**config.mk**
```make
export PLATFORM = sky130hd
export DESIGN_NAME = resp_id_tracker
export DESIGN_NICKNAME = d
export VERILOG_FILES = /design/src/rtl/axi_switch_pkg.sv /design/src/rtl/id_track_bank.sv /design/src/rtl/resp_id_tracker.sv
export SDC_FILE = /design/constraint.sdc
export NUM_CORES = 1
export LEC_CHECK = 0
export CAP_MARGIN = 30
export CORE_ASPECT_RATIO = 0.5
export CORE_MARGIN = 3
export CORE_UTILIZATION = 40
export DETAILED_ROUTE_END_ITERATION = 10
export GPL_TIMING_DRIVEN = 1
export HOLD_SLACK_MARGIN = 0.08
export MAX_ROUTING_LAYER = met4
export SLEW_MARGIN = 15
export SYNTH_ARGS = -nofsm -noshare
export SYNTH_HDL_FRONTEND = slang
export SYNTH_HIERARCHICAL = 1
export SYNTH_SLANG_ARGS = --single-unit
```
**constraint.sdc**
```tcl
create_clock -name clk -period 3.2 [get_ports clk]
set_input_delay 0.64 -clock clk [delete_from_list [all_inputs] [get_ports clk]]
set_output_delay 0.64 -clock clk [all_outputs]
set_load 0.01 [all_outputs]
```
**src/rtl/axi_switch_pkg.sv**
```systemverilog
// Shared AXI switch definitions: response-channel modes and the ID tracker entry layout.
package axi_switch_pkg;

  localparam int unsigned LAST_MODE_R = 1;
  localparam int unsigned LAST_MODE_B = 0;

  // Entry widths for the default 2-master / MAX_OUT=4 switch configuration
  localparam int unsigned ENTRY_LOG_M = 1;
  localparam int unsigned ENTRY_CNT_W = 3;

  typedef struct packed {
    logic [ENTRY_LOG_M-1:0] mst;
    logic [ENTRY_CNT_W-1:0] cnt;
  } id_entry_t;

endpackage

```
**src/rtl/id_track_bank.sv**
```systemverilog
// One slave's per-ID outstanding table: owner master and count per ID,
// plus a running total so busy does not need a wide OR across entries.
module id_track_bank #(
  parameter int unsigned ID_WIDTH = 4,
  parameter int unsigned LOG_M    = 1,
  parameter int unsigned MAX_OUT  = 4,
  parameter int unsigned CNT_W    = 3
) (
  input  logic                clk,
  input  logic                rstn,
  input  logic                i_wr_en,
  input  logic [ID_WIDTH-1:0] i_wr_id,
  input  logic [LOG_M-1:0]    i_wr_src,
  output logic                o_wr_rdy,
  input  logic [ID_WIDTH-1:0] i_lk_id,
  output logic [LOG_M-1:0]    o_lk_mst,
  output logic                o_lk_vld,
  input  logic                i_ret_en,
  input  logic                i_err_clr,
  output logic                o_err,
  output logic                o_busy
);

  localparam int unsigned DEPTH = 2 ** ID_WIDTH;
  localparam int unsigned TOT_W = CNT_W + ID_WIDTH;

  // Same packed layout as axi_switch_pkg::id_entry_t, sized from this instance's parameters
  typedef struct packed {
    logic [LOG_M-1:0] mst;
    logic [CNT_W-1:0] cnt;
  } entry_t;

  entry_t           r_tab [DEPTH];
  logic [TOT_W-1:0] r_total;
  logic             r_err;

  entry_t           w_wr_e;
  entry_t           w_lk_e;
  logic             w_inc;
  logic             w_dec;
  logic             w_orphan;
  logic [DEPTH-1:0] w_inc_vec;
  logic [DEPTH-1:0] w_dec_vec;

  always_comb begin
    w_wr_e    = r_tab[i_wr_id];
    w_lk_e    = r_tab[i_lk_id];
    o_wr_rdy  = (w_wr_e.cnt < CNT_W'(MAX_OUT)) &&
                ((w_wr_e.cnt == '0) || (w_wr_e.mst == i_wr_src));
    o_lk_mst  = w_lk_e.mst;
    o_lk_vld  = (w_lk_e.cnt != '0);
    w_inc     = i_wr_en && o_wr_rdy;
    w_dec     = i_ret_en && o_lk_vld;
    w_orphan  = i_ret_en && !o_lk_vld;
    w_inc_vec = DEPTH'(w_inc) << i_wr_id;
    w_dec_vec = DEPTH'(w_dec) << i_lk_id;
  end

  // Accept and retire on the same entry cancel out; owner is left untouched
  always_ff @(posedge clk or negedge rstn) begin
    if (!rstn) begin
      for (int unsigned k = 0; k < DEPTH; k++) begin
        r_tab[k] <= '0;
      end
    end else begin
      for (int unsigned k = 0; k < DEPTH; k++) begin
        if (w_inc_vec[k] && !w_dec_vec[k]) begin
          r_tab[k].cnt <= r_tab[k].cnt + CNT_W'(1);
          r_tab[k].mst <= i_wr_src;
        end else if (w_dec_vec[k] && !w_inc_vec[k]) begin
          r_tab[k].cnt <= r_tab[k].cnt - CNT_W'(1);
        end
      end
    end
  end

  always_ff @(posedge clk or negedge rstn) begin
    if (!rstn) begin
      r_total <= '0;
    end else begin
      case ({w_inc, w_dec})
        2'b10:   r_total <= r_total + TOT_W'(1);
        2'b01:   r_total <= r_total - TOT_W'(1);
        default: r_total <= r_total;
      endcase
    end
  end

  // A new orphan response takes priority over a clear in the same cycle
  always_ff @(posedge clk or negedge rstn) begin
    if (!rstn) begin
      r_err <= 1'b0;
    end else if (w_orphan) begin
      r_err <= 1'b1;
    end else if (i_err_clr) begin
      r_err <= 1'b0;
    end
  end

  assign o_err  = r_err;
  assign o_busy = (r_total != '0);

endmodule

```
**src/rtl/resp_id_tracker.sv**
```systemverilog
// Per-slave, per-ID outstanding-transaction tracker for one AXI response channel (R or B):
// routes each slave's response to its master, enforces same-ID ordering and flags orphans.
module resp_id_tracker import axi_switch_pkg::*; #(
  parameter int unsigned M         = 2,
  parameter int unsigned N         = 2,
  parameter int unsigned ID_WIDTH  = 4,
  parameter int unsigned MAX_OUT   = 4,
  parameter int unsigned LAST_MODE = LAST_MODE_R,
  parameter int unsigned LOG_M     = (M > 1) ? $clog2(M) : 1,
  parameter int unsigned LOG_N     = (N > 1) ? $clog2(N) : 1,
  parameter int unsigned CNT_W     = $clog2(MAX_OUT + 1)
) (
  input  logic                clk,
  input  logic                rstn,
  input  logic                reqVld_i,
  output logic                reqRdy_o,
  input  logic [ID_WIDTH-1:0] reqId_i,
  input  logic [LOG_M-1:0]    reqSrc_i,
  input  logic [LOG_N-1:0]    reqDst_i,
  input  logic [N-1:0]        rspVld_i,
  input  logic [N-1:0]        rspRdy_i,
  input  logic [N-1:0]        rspLast_i,
  input  logic [ID_WIDTH-1:0] rspId_i [N],
  output logic [LOG_M-1:0]    rspTarget_o [N],
  output logic [N-1:0]        rspTargetVld_o,
  output logic [N-1:0]        busy_o,
  output logic [N-1:0]        err_o,
  input  logic                errClr_i
);

  localparam logic LAST_IGNORED = (LAST_MODE == LAST_MODE_B);

  logic [N-1:0] w_sel;
  logic [N-1:0] w_wr_en;
  logic [N-1:0] w_bank_rdy;
  logic [N-1:0] w_ret;

  for (genvar n = 0; n < N; n++) begin : g_bank
    assign w_sel[n]   = (reqDst_i == LOG_N'(n));
    assign w_wr_en[n] = reqVld_i && w_sel[n];
    assign w_ret[n]   = rspVld_i[n] && rspRdy_i[n] && (rspLast_i[n] || LAST_IGNORED);

    id_track_bank #(
      .ID_WIDTH (ID_WIDTH),
      .LOG_M    (LOG_M),
      .MAX_OUT  (MAX_OUT),
      .CNT_W    (CNT_W)
    ) u_bank (
      .clk       (clk),
      .rstn      (rstn),
      .i_wr_en   (w_wr_en[n]),
      .i_wr_id   (reqId_i),
      .i_wr_src  (reqSrc_i),
      .o_wr_rdy  (w_bank_rdy[n]),
      .i_lk_id   (rspId_i[n]),
      .o_lk_mst  (rspTarget_o[n]),
      .o_lk_vld  (rspTargetVld_o[n]),
      .i_ret_en  (w_ret[n]),
      .i_err_clr (errClr_i),
      .o_err     (err_o[n]),
      .o_busy    (busy_o[n])
    );
  end

  // Only the addressed bank's readiness matters; an out-of-range slave index is never ready
  assign reqRdy_o = |(w_sel & w_bank_rdy);

endmodule

```
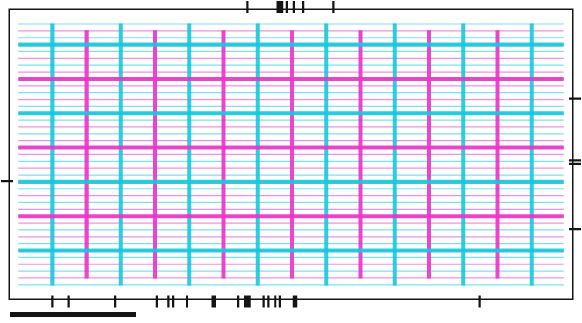
Fig. 1. Power grid (run 1).
The bar under the picture is 50 um long. Pins as bars on the die edge.
[VDD] magenta
[VSS] cyan
met4 straps: 15
signal pins: 33

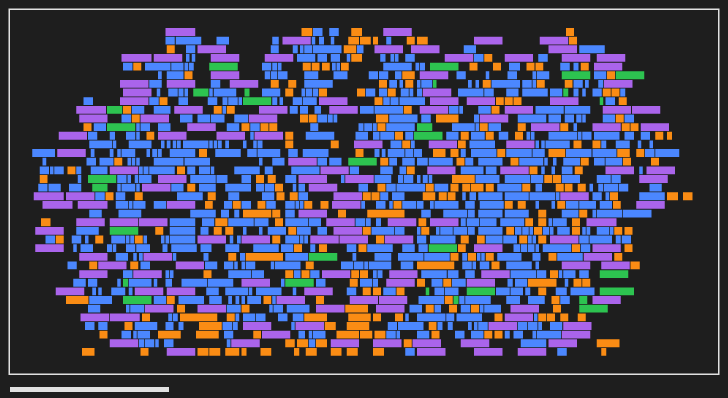
Fig. 2. Placed cells, one colour a class (run 1).
The bar under the picture is 50 um long.
[clock drivers and dummy loads] green | cells: 30
[remaining buffers and delay cells] orange | cells: 267
[registers] purple | cells: 144
[remaining logic cells] blue | cells: 645

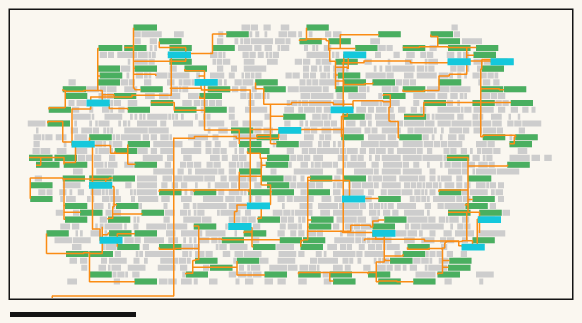
Fig. 3. Clock wires, drivers and flops (run 1).
The bar under the picture is 50 um long.
[clock-net drivers] cyan | count: 17
[clock wires] orange | length: 2170 um
[flip-flops] green | count: 144
flops lie: spread over the die

==> Changelog: implementation, run 1 <==
### Metrics

- Critical path type: in2reg
- Final GP Congestion: 0.942
- Final Hold Violation Tally: 0
- Die area: 25500 um^2
- GR Overflow Total: 0
- Inst Count DP: 1330
- H-Tree Depth: 4
- Vias in the first global route: 7732
- Crit-path max cell delay: 0.51 ns
- Reg2reg start: g_bank[0].u_bank/r_tab[35]
- CP Depth: 13
- PD cells: 746 nW/um^2
- Sequential-to-total area share from yosys stat: 38.4%
- Crit. End Element: flop
- Largest net degree at the start of global routing: 71
- FP Rows: 38
- MUX share of area: 17.9%
- Flip-flops with a built-in enable: 0
- Top routing layer in use: met4
- Critical Path, Cell by Cell: buf_12, buf_12, buf_4, mux4_2, nor2b_1, a211o_1, o32a_1, ha_4, ha_1, inv_1, or4_1, nand3_1, xor2_1
- DR vias: 7335
- IO Pins: 33
- Antenna violations before repair: 0
- Clk slew on worst S/H paths: 0.06 ns
- Leak: 5.82 nW
- Late-Pin Clk Latency: 0.44 ns
- Cells after synthesis: 816
- Unique cell type count in the Yosys netlist: 58
- Slew margin rel.: 50.0%
- Core area: 22300 um^2
- Share of cells above drive strength 1: 45.4%
- Ys async rst share: 100%
- Final Setup Violations: 3
- First-pass GRT wire length: 41700 um
- # DRC: 0
- Max Slew Vio Count: 0
- Hold_buf cts: 0
- Vias/cell: 5.29
- Port Buffer Count: 32
- Cell area after layout: 13300 um^2
- Post-layout util: 59.5%
- Critical path's top delay family: simple AND/OR/NAND/NOR gates
- Top cell excl fill/tap: buf_4
- Complex Gates by Area: 4.78%
- Fin Clk Skew: 0.00869 ns
- Violated checks: setup timing
- Nets: 1177
- Most Crowded Layer GR: met2
- Yosys warns: 6
- Final Total Pwr: 0.00993 W
- Post-Place Worst Slack: -0.778 ns
- GRT met3 Usage: 5.12%
- Post-synth net total: 918
- Commonest flop: dfrtp_1
- Reg2Reg Depth: 12
- Crit path capture: g_bank[0].u_bank/r_total[6]
- Cell mode on critical path: buf_12
- GR Util met2: 34.0%
- Yosys simple share: 12.2%
- Peak VDD IR: 0.336 mV
- CP startpoint: reqId_i[0]
- Ant. Diodes: 0
- Top Layout Cells: 209 x buf_4, 136 x dfrtp_1, 78 x nor2_1
- Req. time, crit path: 3.56 ns
- Cells in synth_stat.txt: 816
- DR iter-0 viols: 442
- Root buffer cell: clkbuf_16
- XOR Share, Synth: 10.2%
- Outcome: finished, violations left
- Non-Filler Instances: 1386
- Critical path peak fanout: 8
- Yosys synthesis chip area: 9390 um^2
- Crit share post-route: 102%
- R2R Path End: g_bank[0].u_bank/r_total[6]
- Crit path time final: 3.27 ns
- Arr. time, crit path: 3.63 ns
- Post-DP HPWL: 18600 um
- Reg2Reg Setup Slack: -0.03 ns
- Drt wl/cell: 18.8 um
- Die y size: 114 um
- Fp util: 42.0%
- M1 WL: 11700 um
- First-pass DRT Iterations: 5
- CP max-delay cell: or4_1
- Inserted Clock Buffers: 17
- Placement Cell Area: 11700 um^2
- Mapped cell area: 9390 um^2
- Actual slew at the worst max-slew pin: 0.750 ns
- Worst hold path type: in2async
- GRT met1 Usage: 28.6%
- Clock Tree Buf Depth: 2
- Met3 WL: 1500 um
- Area Growth Syn to Fin: 41.6%
- Total wire length: 26000 um
- Detail Route Antenna Nets: 0
- Hold WS: 0.215 ns
- Fin Setup TNS: -0.175 ns
- Die Span X: 223 um
- Routed length on met2: 12200 um
- TritonCTS clock tree: done
- Final WS setup: -0.0697 ns
- Avg Cell Area, Syn: 11.5 um^2
- CP Launch Type: input port
- F_max: 306 MHz
- GRT Overall Usage: 21.8%
- # fillers: 1791
- Max Cap Violations: 0
[run 1: flip-flops by register name (all words and copies together), names as in the netlist]
name                   count
g_bank.u_bank/o_err        2
g_bank.u_bank/r_tab      128
g_bank.u_bank/r_total     14
[run 1: cell usage after synthesis, types with 9 or more instances]
| library cell | count | share of area [%] |
|---|---|---|
| a21oi_1 | 11 | 0.59 |
| buf_2 | 9 | 0.48 |
| clkbuf_1 | 11 | 0.44 |
| dfrtp_1 | 144 | 38 |
| fa_1 | 34 | 7.2 |
| ha_1 | 44 | 5.9 |
| inv_1 | 47 | 1.9 |
| mux2_2 | 67 | 8.0 |
| mux4_2 | 31 | 7.4 |
| nand2_1 | 46 | 1.8 |
| nor2_1 | 78 | 3.1 |
| nor3_1 | 36 | 1.9 |
| nor4_1 | 29 | 1.9 |
| o21ai_0 | 12 | 0.64 |
| xnor2_1 | 38 | 3.5 |
| xor2_1 | 70 | 6.5 |
[run 1: layout make-up]
cell class	count	area (um^2)	share of cell area [%]
clock buffer	24	492	3.70
clock inverter	6	57.6	0.433
inverter	47	176	1.33
multi-input combinational	598	6210	46.7
sequential	144	3610	27.2
tap	300	375	2.82
timing repair buffer	267	2380	17.9
[run 1: where the power goes]
group / leakage [nW] / internal, W / switching [W]
combinational: 3.74 / 0.00251 / 0.00197
sequential: 1.81 / 0.00262 / 0.000912
clock: 0.272 / 0.00114 / 0.000773
[run 1: cell families (layout without fill, tap and decap cells)]
kind of cell | count (synthesis) | count (layout)
xor+xnor | 109 | 109
compound gates | 63 | 63
fa+ha+maj | 78 | 78
simple gates | 235 | 235
mux | 113 | 113
flops | 144 | 144
buf+inv | 74 | 344
[run 1: timing repair]
item / in CTS / in global routing
endpoints found under the setup margin: 47 / 45
pin swaps: 27 / 45
resized: 73 / 112
cloned: 4 / 2
setup buffers: 11 / 11
==> run 1 -> run 2 <==
--- a/config.mk
+++ b/config.mk
@@ -13,6 +13,7 @@
 export GPL_TIMING_DRIVEN = 1
 export HOLD_SLACK_MARGIN = 0.08
 export MAX_ROUTING_LAYER = met4
+export REMOVE_ABC_BUFFERS = 1
 export SLEW_MARGIN = 15
 export SYNTH_ARGS = -nofsm -noshare
 export SYNTH_HDL_FRONTEND = slang
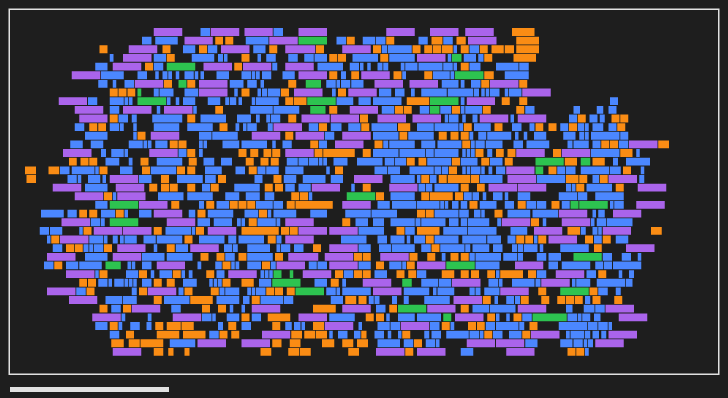
Fig. 4. Placed cells, one colour a class (run 2).
The bar under the picture is 50 um long.
[remaining buffers and delay cells] orange | cells: 325
[remaining logic cells] blue | cells: 645
[registers] purple | cells: 144
[clock drivers and dummy loads] green | cells: 32

==> Changelog: implementation, run 2 <==
### Metrics

- Top Layout Cells: 265 x buf_4, 142 x dfrtp_1, 76 x nor2_1
- Antenna violations before repair: 0
- Core area: 22300 um^2
- Nets: 1235
- Leak: 6.10 nW
- Total wire length: 26900 um
- Max Slew Vio Count: 0
- WP buf/inv: 5
- PD cells: 763 nW/um^2
- Clk slew on worst S/H paths: 0.07 ns
- Die area: 25500 um^2
- F_max: 302 MHz
- Fin Clk Skew: 0.0163 ns
- Vias in the first global route: 8247
- Most frequent cells after synthesis: 144 x dfrtp_1, 78 x nor2_1, 70 x xor2_1
- Critical Path, Cell by Cell: buf_12, buf_12, buf_6, mux4_2, mux2_4, o21ai_4, a21bo_4, ha_4, buf_6, inv_4, fa_2, nor2b_4, o21a_1, o21a_1, o211ai_1, xor2_1
- Tool warnings: 27
- CP Depth: 16
- DR iter-0 viols: 546
- Die Span X: 223 um
- Max Cap Violations: 0
- GRT met3 Usage: 4.28%
- Port Buffer Count: 32
- GRT met1 Usage: 28.7%
- Met3 WL: 1120 um
- Combinational cell fraction of total power: 49.0%
- Clk pwr share: 18.8%
- Cells after synthesis: 816
- First-pass GRT wire length: 43500 um
- Most Crowded Layer GR: met2
- Violated checks: setup timing
- Crit share post-route: 104%
- Final Setup Violations: 5
- Largest net degree at the start of global routing: 57
- # DRC: 0
- Detail Route Antenna Nets: 0
- CP Launch Type: input port
- Slew margin rel.: 50.2%
- Drt wl/cell: 18.6 um
- Actual slew at the worst max-slew pin: 0.745 ns
- Critical path peak fanout: 7
- IO Pins: 33
- H-Tree Depth: 4
- Clk sinks: 144
- Mapped cell area: 9390 um^2
- Ant. Diodes: 0
- Yosys top cell by area: dfrtp_1
- Ys flops: 144
- Internal power: 0.00666 W
- Yosys simple share: 12.2%
- Late-Pin Clk Latency: 0.45 ns
- Yosys synthesis chip area: 9390 um^2
- Hold_buf cts: 0
- Synth area leaders: dfrtp_1 38%, mux2_2 8.0%, mux4_2 7.4%
- Most flops, register: g_bank.u_bank/r_tab
- Yosys warns: 6
- Crit path time final: 3.31 ns
- Area leader share: 38.4%
- Top cell excl fill/tap: buf_4
- FA/HA/MAJ Cells, Area Fraction: 13.1%
- Sequential power share: 32.2%
- GRT Overall Usage: 22.6%
- DR vias: 7615
- FP Rows: 38
- Final Hold Violation Tally: 0
- Critical path's top delay family: AND-OR/OR-AND gates
- Switch share: 36.5%
- Inserted Clock Buffers: 17
- M1 WL: 11900 um
- Outcome: finished, violations left
- MUX share of area: 17.9%
- Critical path type: in2reg
- Root buffer cell: clkbuf_16
- Flip-flops with a built-in enable: 0
- Vias/cell: 5.27
- Ys async rst share: 100%
- Main logic family: multiplexers
- Post-layout util: 61.5%
- Fp util: 42.0%
- Crit. End Element: flop
- Count leader, synth: dfrtp_1
- Die y size: 114 um
- Final WS setup: -0.114 ns
- GR Util met2: 37.3%
- Max reg flops: 128
- Clock Tree Buf Depth: 2
- XOR Share, Synth: 10.2%
- Crit-path max cell delay: 0.50 ns
- Top routing layer in use: met4
- Worst hold path type: in2async
- Sequential-to-total area share from yosys stat: 38.4%
- Commonest flop: dfrtp_1
- Final GP Congestion: 0.929
- Req. time, crit path: 3.51 ns
- Cells in synth_stat.txt: 816
- Unique cell type count in the Yosys netlist: 58
- Area Growth Syn to Fin: 46.4%
- Arr. time, crit path: 3.63 ns
- Peak VDD IR: 0.329 mV
- Avg Cell Area, Syn: 11.5 um^2
- Post-DP HPWL: 19200 um
- Routed length on met2: 13300 um
- First-pass DRT Iterations: 5
- TritonCTS clock tree: done
- CP max-delay cell: mux4_2
- Reg2Reg Depth: 14
- Fin Setup TNS: -0.338 ns
- Share of cells above drive strength 1: 46.8%
- GR Overflow Total: 0
- RSZ-0062 raised after global routing: yes
- Psw: 0.00384 W
- Complex Gates by Area: 4.78%
[run 2: layout make-up]
class	count	area, um^2
clock inverters	10	103
fillers	1736	8590
multi-input cells	598	6220
repair buffers	325	2800
inverters	47	179
clock buffers	22	474
well taps	300	375
flip-flops and latches	144	3610
[run 2: worst paths after layout]
check	startpoint	slack, ns	end
min in group clk	g_bank[0].u_bank/r_total[6]	0.48	g_bank[0].u_bank/r_total[6]
min reg2reg	g_bank[0].u_bank/r_total[6]	0.48	g_bank[0].u_bank/r_total[6]
max reg2reg	g_bank[1].u_bank/r_tab[0]	-0.06	g_bank[1].u_bank/r_total[6]
max	reqId_i[0]	-0.11	g_bank[1].u_bank/r_total[6]
min	rstn	0.15	g_bank[1].u_bank/r_tab[48]
max in group asynchronous	rstn	2.27	g_bank[1].u_bank/r_tab[40]
[run 2: per-stage QoR]
stage / worst slack (ns) / total power (W) / instance area (um^2) / hold WS, ns / instances
2_1_floorplan: -0.373 / 0.00564 / 9250 / 0.344 / 789
3_3_place_gp: -0.897 / 0.00763 / 12000 / 0.471 / 1383
3_5_place_dp: -0.980 / 0.00785 / 12000 / 0.478 / 1383
4_1_cts: -0.0849 / 0.0102 / 13300 / 0.164 / 1439
5_1_grt: -0.190 / 0.0112 / 13800 / 0.173 / 1446
6_report: -0.114 / 0.0105 / 13800 / 0.153 / 1446
[run 2: power groups by stage]
stage               Clock (W)  Combinational, W  Sequential, W
finish                0.00198           0.00514        0.00338
global route          0.00209           0.00565        0.00348
CTS                   0.00200           0.00490        0.00334
detailed placement          0           0.00456        0.00328
global placement            0           0.00437        0.00327
floorplan                   0           0.00229        0.00334
[run 2: timing repair]
item                                    CTS  global route
endpoints found under the setup margin   66            44
resized                                 115            78
pin swaps                                37            71
setup buffers                            22             9
gates cloned                              3             0
Fig. 5: run 2, routing congestion
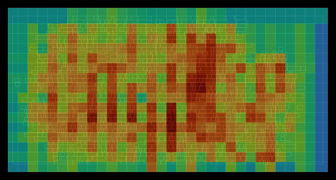

==> run 2 -> run 3 <==
--- a/config.mk
+++ b/config.mk
@@ -14,6 +14,7 @@
 export HOLD_SLACK_MARGIN = 0.08
 export MAX_ROUTING_LAYER = met4
 export REMOVE_ABC_BUFFERS = 1
+export SKIP_LAST_GASP = 1
 export SLEW_MARGIN = 15
 export SYNTH_ARGS = -nofsm -noshare
 export SYNTH_HDL_FRONTEND = slang
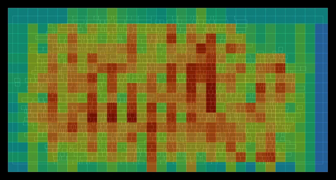
Fig. 6. Routing congestion (run 3).
GRT met1 Usage: 28.6%
drt wl/cell: 18.3 um
GRT Overall Usage: 22.4%
GRT met3 Usage: 3.97%

==> Changelog: implementation, run 3 <==
### Metrics

- Outcome: finished, violations left
- Violated checks: setup timing
- Final Total Pwr: 0.0104 W
- Fin Setup TNS: -0.478 ns
- Max Cap Violations: 0
- Yosys warns: 6
- MUX share of area: 17.9%
- Clk slew on worst S/H paths: 0.07 ns
- Non-Filler Instances: 1443
- Crit. End Element: flop
- Ant. Diodes: 0
- Most frequent cells after synthesis: 144 x dfrtp_1, 78 x nor2_1, 70 x xor2_1
- Crit path time final: 3.31 ns
- # DRC: 0
- Top cell excl fill/tap: buf_4
- Area leader share: 38.4%
- Avg Cell Area, Syn: 11.5 um^2
- Placement Cell Area: 12000 um^2
- First-pass DRT Iterations: 5
- H-Tree Depth: 4
- Yosys synthesis chip area: 9390 um^2
- CP max-delay cell: mux4_2
- Root buffer cell: clkbuf_16
- Area Growth Syn to Fin: 44.5%
- Synth area leaders: dfrtp_1 38%, mux2_2 8.0%, mux4_2 7.4%
- Peak VDD IR: 0.337 mV
- First-pass GRT wire length: 43200 um
- Combinational cell fraction of total power: 48.4%
- GR Overflow Total: 0
- Port Buffer Count: 32
- XOR Share, Synth: 10.2%
- Fin Clk Skew: 0.0126 ns
- Switch share: 36.4%
- Post-layout util: 60.7%
- Final Setup Violations: 8
- Arr. time, crit path: 3.62 ns
- # fillers: 1773
- TritonCTS clock tree: done
- Mapped cell area: 9390 um^2
- Share of cells above drive strength 1: 45.4%
- Late-Pin Clk Latency: 0.44 ns
- Commonest flop: dfrtp_1
- Inst Count DP: 1383
- FP Rows: 38
- Post-Place Worst Slack: -0.980 ns
- PD cells: 765 nW/um^2
- Post-DP HPWL: 19200 um
- DR vias: 7563
- Critical path's top delay family: AND-OR/OR-AND gates
- Actual slew at the worst max-slew pin: 0.707 ns
- Largest net degree at the start of global routing: 57
- Worst hold path type: in2async
- Hold_buf cts: 0
- Total wire length: 26400 um
- Psw: 0.00378 W
- Die Span X: 223 um
- Tool warnings: 27
- Hold WS: 0.152 ns
- FA/HA/MAJ Cells, Area Fraction: 13.1%
- Ys flops: 144
- Final Hold Violation Tally: 0
- Max reg flops: 128
- Sequential-to-total area share from yosys stat: 38.4%
- Final WS setup: -0.107 ns
- Flop area: 3610 um^2
- Die y size: 114 um
- Antenna violations before repair: 0
- Cells after synthesis: 816
- Yosys simple share: 12.2%
- Post-CTS Setup Repair Bufs: 22
- Clk sinks: 144
- Ys async rst share: 100%
- RSZ-0062 raised after global routing: yes
- Inserted Clock Buffers: 17
- Req. time, crit path: 3.51 ns
- Fp util: 42.0%
- Sequential power share: 32.6%
- Unique cell type count in the Yosys netlist: 58
- Critical Path, Cell by Cell: buf_12, buf_12, mux4_2, mux2i_2, xor2_2, o21ai_4, a21bo_4, ha_4, buf_4, ha_4, a21o_1, a21o_1, a21oi_2, nor4_1, or3b_4
- Clk pwr share: 19.0%
- Complex Gates by Area: 4.78%
- Internal power: 0.00660 W
- Top Layout Cells: 266 x buf_4, 142 x dfrtp_1, 77 x nor2_1
- Flip-flops with a built-in enable: 0
- Cell area after layout: 13600 um^2
- Vias/cell: 5.24
[run 3: cell counts after synthesis]
Identical to the previous run, type by type.
[run 3: final timing paths]
| kind | from | to | slack, ns | cells past startpoint |
|---|---|---|---|---|
| worst max-delay path | reqId_i[0] | g_bank[1].u_bank/r_total[5] | -0.11 | 15 |
| worst min-delay path | rstn | g_bank[1].u_bank/r_tab[48] | 0.15 | 1 |
| worst max register to register | g_bank[1].u_bank/r_tab[34] | g_bank[1].u_bank/r_total[5] | -0.02 | 13 |
| worst min register to register | g_bank[1].u_bank/r_total[6] | g_bank[1].u_bank/r_total[6] | 0.48 | 1 |
| max in group asynchronous | rstn | g_bank[1].u_bank/r_tab[40] | 2.27 | 2 |
| min in group clk | g_bank[1].u_bank/r_total[6] | g_bank[1].u_bank/r_total[6] | 0.48 | 1 |
[run 3: logic make-up after synthesis]
kind of cell    Yosys count
compound gates           63
xor+xnor                109
fa+ha+maj                78
buf+inv                  74
flops                   144
mux                     113
simple gates            235
[run 3: power groups by stage]
stage | registers (W) | logic [W] | clock network, W
6_report | 0.00338 | 0.00503 | 0.00197
5_1_grt | 0.00348 | 0.00555 | 0.00209
4_1_cts | 0.00334 | 0.00487 | 0.00200
3_5_place_dp | 0.00328 | 0.00456 | 0
3_3_place_gp | 0.00327 | 0.00437 | 0
2_1_floorplan | 0.00334 | 0.00229 | 0
[run 3: per-layer routing]
metal	vias to the layer above	global-route usage, %	wire length (um)
li1	3521	-	-
met2	159	36.8	12900
met1	3829	28.6	11900
met4	0	7.32	575
met3	54	3.97	1050
met5	-	-	0
[run 3: layout make-up]
class	count	share of cell area, %
Clock buffer	22	3.50
Multi-Input combinational cell	598	44.9
Timing Repair Buffer	322	20.2
Sequential cell	144	26.6
Clock inverter	10	0.756
Inverter	47	1.30
Tap cell	300	2.77
Power figures rest on the tool's default switching activity, not on a simulated workload.
